==> config.mk <==
export PLATFORM = sky130hd
export DESIGN_NAME = bf16_add_scheduler
export DESIGN_NICKNAME = d
export VERILOG_FILES = /design/src/rtl/bf16_add_scheduler.sv
export SDC_FILE = /design/constraint.sdc
export NUM_CORES = 1
export LEC_CHECK = 0
export CAP_MARGIN = 20
export CORE_AREA = 2 2 82 84
export DETAILED_ROUTE_END_ITERATION = 10
export DIE_AREA = 0 0 84 86
export DONT_BUFFER_PORTS = 1
export GPL_TIMING_DRIVEN = 1
export MAX_ROUTING_LAYER = met4
export PLACE_DENSITY_LB_ADDON = 0.08
export SYNTH_ARGS = -nofsm -noshare
export SYNTH_HDL_FRONTEND = slang
export SYNTH_SLANG_ARGS = --single-unit
==> constraint.sdc <==
create_clock -name clock -period 3.65 [get_ports clock]
set_clock_uncertainty 0.05 [all_clocks]
set_input_delay 1.095 -clock clock [delete_from_list [all_inputs] [get_ports clock]]
set_output_delay 1.095 -clock clock [all_outputs]
set_load 0.02 [all_outputs]
==> src/rtl/bf16_add_scheduler.sv <==
// bf16_add_scheduler: round-robin front end that time-shares one bfloat16
// adder between NREQ requesters. A single operation is in flight at a time;
// a watchdog turns a silent adder into an all-ones result with resp_err set.
module bf16_add_scheduler #(
    parameter int NREQ    = 4,
    parameter int W       = 16,
    parameter int TIMEOUT = 16
) (
    input  logic              clock,
    input  logic              nreset,
    input  logic [NREQ-1:0]   req_valid,
    output logic [NREQ-1:0]   req_ready,
    input  logic [NREQ*W-1:0] req_a,
    input  logic [NREQ*W-1:0] req_b,
    output logic [NREQ-1:0]   resp_valid,
    input  logic [NREQ-1:0]   resp_ready,
    output logic [W-1:0]      resp_sum,
    output logic              resp_err,
    output logic [W-1:0]      add_a,
    output logic [W-1:0]      add_b,
    output logic              add_start,
    input  logic [W-1:0]      add_sum,
    input  logic              add_done
);

    localparam int PW = $clog2(NREQ);
    localparam int CW = $clog2(TIMEOUT + 1);
    // The counter value held on the last WAIT cycle; the abort makes it reach TIMEOUT-1.
    localparam logic [CW-1:0] CNT_LAST = CW'(TIMEOUT - 2);

    typedef enum logic [1:0] {IDLE, ISSUE, WAIT, RESP} state_t;

    state_t          state;
    state_t          state_nxt;
    logic [PW-1:0]   rr_ptr;
    logic [PW-1:0]   grant;
    logic [PW-1:0]   pick;
    logic            any_valid;
    logic [CW-1:0]   cnt;
    logic            timeout_hit;

    // Position k steps after base, wrapping at NREQ (NREQ need not be a power of two).
    function automatic logic [PW-1:0] rot_idx(input logic [PW-1:0] base, input int k);
        int s;
        s = int'(base) + k;
        if (s >= NREQ) s -= NREQ;
        return PW'(s);
    endfunction

    assign timeout_hit = (cnt == CNT_LAST);

    // Round-robin search: the lowest rotation offset from rr_ptr with a valid request wins.
    always_comb begin
        pick      = '0;
        any_valid = 1'b0;
        for (int k = NREQ - 1; k >= 0; k--) begin
            if (req_valid[rot_idx(rr_ptr, k)]) begin
                pick      = rot_idx(rr_ptr, k);
                any_valid = 1'b1;
            end
        end
    end

    // Next-state and handshake strobes; req_ready is masked while reset is asserted.
    always_comb begin
        state_nxt  = state;
        req_ready  = '0;
        resp_valid = '0;
        add_start  = 1'b0;
        case (state)
            IDLE: begin
                if (any_valid) begin
                    req_ready[pick] = nreset;
                    state_nxt       = ISSUE;
                end
            end
            ISSUE: begin
                add_start = 1'b1;
                state_nxt = WAIT;
            end
            WAIT: begin
                if (add_done || timeout_hit) state_nxt = RESP;
            end
            RESP: begin
                resp_valid[grant] = 1'b1;
                if (resp_ready[grant]) state_nxt = IDLE;
            end
            default: state_nxt = IDLE;
        endcase
    end

    // State register.
    always_ff @(posedge clock or negedge nreset) begin
        if (!nreset) state <= IDLE;
        else         state <= state_nxt;
    end

    // Grant/pointer bookkeeping, operand capture, watchdog and result registers.
    always_ff @(posedge clock or negedge nreset) begin
        if (!nreset) begin
            rr_ptr   <= '0;
            grant    <= '0;
            cnt      <= '0;
            add_a    <= '0;
            add_b    <= '0;
            resp_sum <= '0;
            resp_err <= 1'b0;
        end else begin
            case (state)
                IDLE: begin
                    if (any_valid) begin
                        grant  <= pick;
                        rr_ptr <= rot_idx(pick, 1);
                        add_a  <= req_a[int'(pick)*W +: W];
                        add_b  <= req_b[int'(pick)*W +: W];
                    end
                end
                ISSUE: cnt <= '0;
                WAIT: begin
                    if (add_done) begin
                        resp_sum <= add_sum;
                        resp_err <= 1'b0;
                    end else begin
                        cnt <= cnt + 1'b1;
                        if (timeout_hit) begin
                            resp_sum <= '1;
                            resp_err <= 1'b1;
                        end
                    end
                end
                default: ;
            endcase
        end
    end

endmodule

==> flow_summary.yaml <==
# synthesis and place-and-route metrics
clock_tree:
  clock_latency_of_the_later_clocked_register_in_the_worst_skew_pair_ns: 0.33
  h-tree-depth: 3
  cts_inserted_buffers: 9
  ctsRootBufferMaster: "sky130_fd_sc_hd__clkbuf_8"
  cts_sinks: 60
yosys:
  synth-async-reset-ratio_pct: 100.0
  synth.area.mux_share_pct: 10.54
  yosysWarnings: 0
  yosysMostFrequentCell: "sky130_fd_sc_hd__dfrtp_1"
  synth-adder-area-share_pct: 2.172
  yosysCellCount: 353
  yosys-stat-area_um2: 3456
  most_instantiated_cells_after_synthesis: "sky130_fd_sc_hd__dfrtp_1 (60), sky130_fd_sc_hd__nor2_1 (42), sky130_fd_sc_hd__o21ai_0 (38), sky130_fd_sc_hd__mux2i_1 (33)"
  top_cells_by_area: "sky130_fd_sc_hd__dfrtp_1 (43%), sky130_fd_sc_hd__mux2i_1 (9.6%), sky130_fd_sc_hd__a221oi_1 (8.1%), sky130_fd_sc_hd__o22ai_1 (5.8%), sky130_fd_sc_hd__o21ai_0 (5.5%)"
  postSynthAreaPerCell_um2: 9.790
  fp_nets: 514
  ys_ff: 60
  yosys.cell_types.count: 41
  syn-instance-count: 353
  syn-cell-area_um2: 3456
placement:
  port_buffers: 0
  dp_hpwl_um: 6648
  finalWeightedCongestion: 0.8403
flow_run:
  drv_cap: 0
  stage_log_warnings: 30
power_and_ir_drop:
  power.share.clock_pct: 19.7
  leakagePower_nw: 1.540
  ir_worst_vdd_mv: 0.5376
  combinationalPowerShare_pct: 38.6
  power_density_nw_per_um2: 998.9
  power.sequential.fraction_pct: 41.8
worst_setup_path:
  timing.critical_path.from_type: "primary input"
  cp.arrival_ns: 2.12
cells_and_area:
  syn2layout_area_growth_pct: 8.653
  final_cell_mix: "sky130_fd_sc_hd__dfrtp_1 (60), sky130_fd_sc_hd__nor2_1 (42), sky130_fd_sc_hd__o21ai_0 (38), sky130_fd_sc_hd__mux2i_1 (33)"
  layout-drive-gt1-share_pct: 9.169
  layout.cells.most_common: "sky130_fd_sc_hd__dfrtp_1"
  num_antenna_cells: 0
timing:
  report.final.hold_viol_count: 0
  setup_total_negative_slack_ns: 0
  max_slew.worst_pin.slew_ns: 0.6975
  layout_worst_path_cycle_share_pct: 89.32
  min_period_ns: 3.260
  setup-violations-final: 0
routing:
  detail_route.iter0.violations: 120
  first_pass_iters: 4
  viasPerCell: 6.859
  route.detailed.drc: 0
floorplan:
  die_width_um: 84
  core_um2: 6277
  chip_area_um2: 7224
  initCoreUtil_pct: 55.05
  pin_count: 213
global_routing:
  grt_max_degree: 64
  first_global_vias: 2849
  grt_pass1_wl_um: 14680
  global_route.usage.total_pct: 26.64
  grt_antenna_before_repair: 0
run_status:
  status: "finished clean"
## state kept, by name, summed over array words and instances, names as in the netlist
| signal | flops |
|---|---|
| state | 2 |
| grant | 2 |
| resp_sum | 16 |
| add_b | 16 |
| cnt | 5 |
| rr_ptr | 2 |
| resp_err | 1 |
| add_a | 16 |
## final timing paths
path | end | slack (ns) | startpoint
max | req_ready[3] | 0.39 | req_valid[1]
min | add_b[10] | 0.40 | nreset
max reg2reg | add_b[12] | 1.44 | rr_ptr[1]
min reg2reg | cnt[4] | 0.45 | cnt[4]
max in group asynchronous | add_a[4] | 3.03 | nreset
min in group clock | cnt[4] | 0.45 | cnt[4]
## through the flow
| step | total power, mW | cells | setup slack, ns | hold slack, ns | cell area (um2) |
|---|---|---|---|---|---|
| finish | 3.751 | 426 | 0.3899 | 0.4022 | 3755 |
| global route | 4.015 | 426 | 0.3104 | 0.3806 | 3755 |
| CTS | 3.782 | 426 | 0.3895 | 0.3853 | 3755 |
| detailed placement | 3.038 | 410 | 0.3928 | 0.4322 | 3507 |
| global placement | 2.991 | 410 | 0.4034 | 0.4235 | 3507 |
| floorplan | 2.693 | 353 | 0.07808 | 0.4004 | 3456 |
## cells by family after synthesis
group / count (synthesis)
AND/OR/NAND/NOR: 80
multiplexers: 35
buffers and inverters: 36
flip-flops: 60
AND-OR/OR-AND: 136
adder cells (fa/ha/maj): 6
## cell type report
type,count,area [um2]
fill,556,2522
multi-input combinational,257,1790
sequential,60,1501
clock buffer,9,123.9
clock inverter,7,123.9
tap,77,96.34
timing repair buffer,9,92.59
inverter,7,26.28
## power groups by stage
stage	registers [mW]	logic (mW)	clock network (mW)
floorplan	1.46	1.23	0
global placement	1.57	1.42	0
detailed placement	1.58	1.46	0
CTS	1.57	1.46	0.751
global route	1.61	1.62	0.785
finish	1.57	1.45	0.737
## critical path, stage by stage
cell and delay [ns]:
sky130_fd_sc_hd__or3_1 0.41, sky130_fd_sc_hd__nor2_1 0.23, sky130_fd_sc_hd__nor2b_4 0.08, sky130_fd_sc_hd__nand2_1 0.09, sky130_fd_sc_hd__nor2_1 0.05, sky130_fd_sc_hd__buf_4 0.15
## routing by layer
layer / vias to the layer above / part of all wire [%] / GRT usage (%)
li1: 1343 / - / -
met1: 1403 / 40 / 31.58
met2: 159 / 50 / 43.78
met3: 17 / 7.9 / 6.737
met4: 0 / 2.0 / 10.70
met5: - / 0 / -
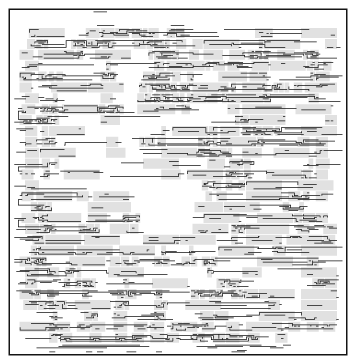
*Signal wires on met1*
(4 px per um)
share of all routed wire: 40%
nets with wire on the layer: 406
longest straight run: 26.7 um
main direction: horizontal
wire length on this layer: 3710 um

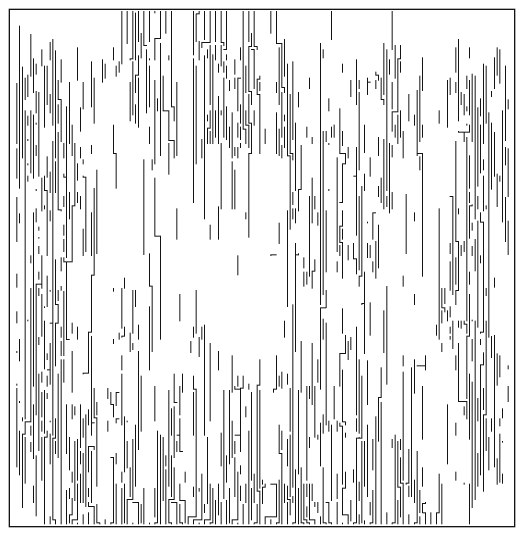
*M2 wires*
(6 px per um)
share of all routed wire: 50%
wire length on this layer: 4600 um
routed wire length: 9213 um
number of vias in the routed layout: 2922

No activity file was given, so power comes from the tool's default toggle rates.
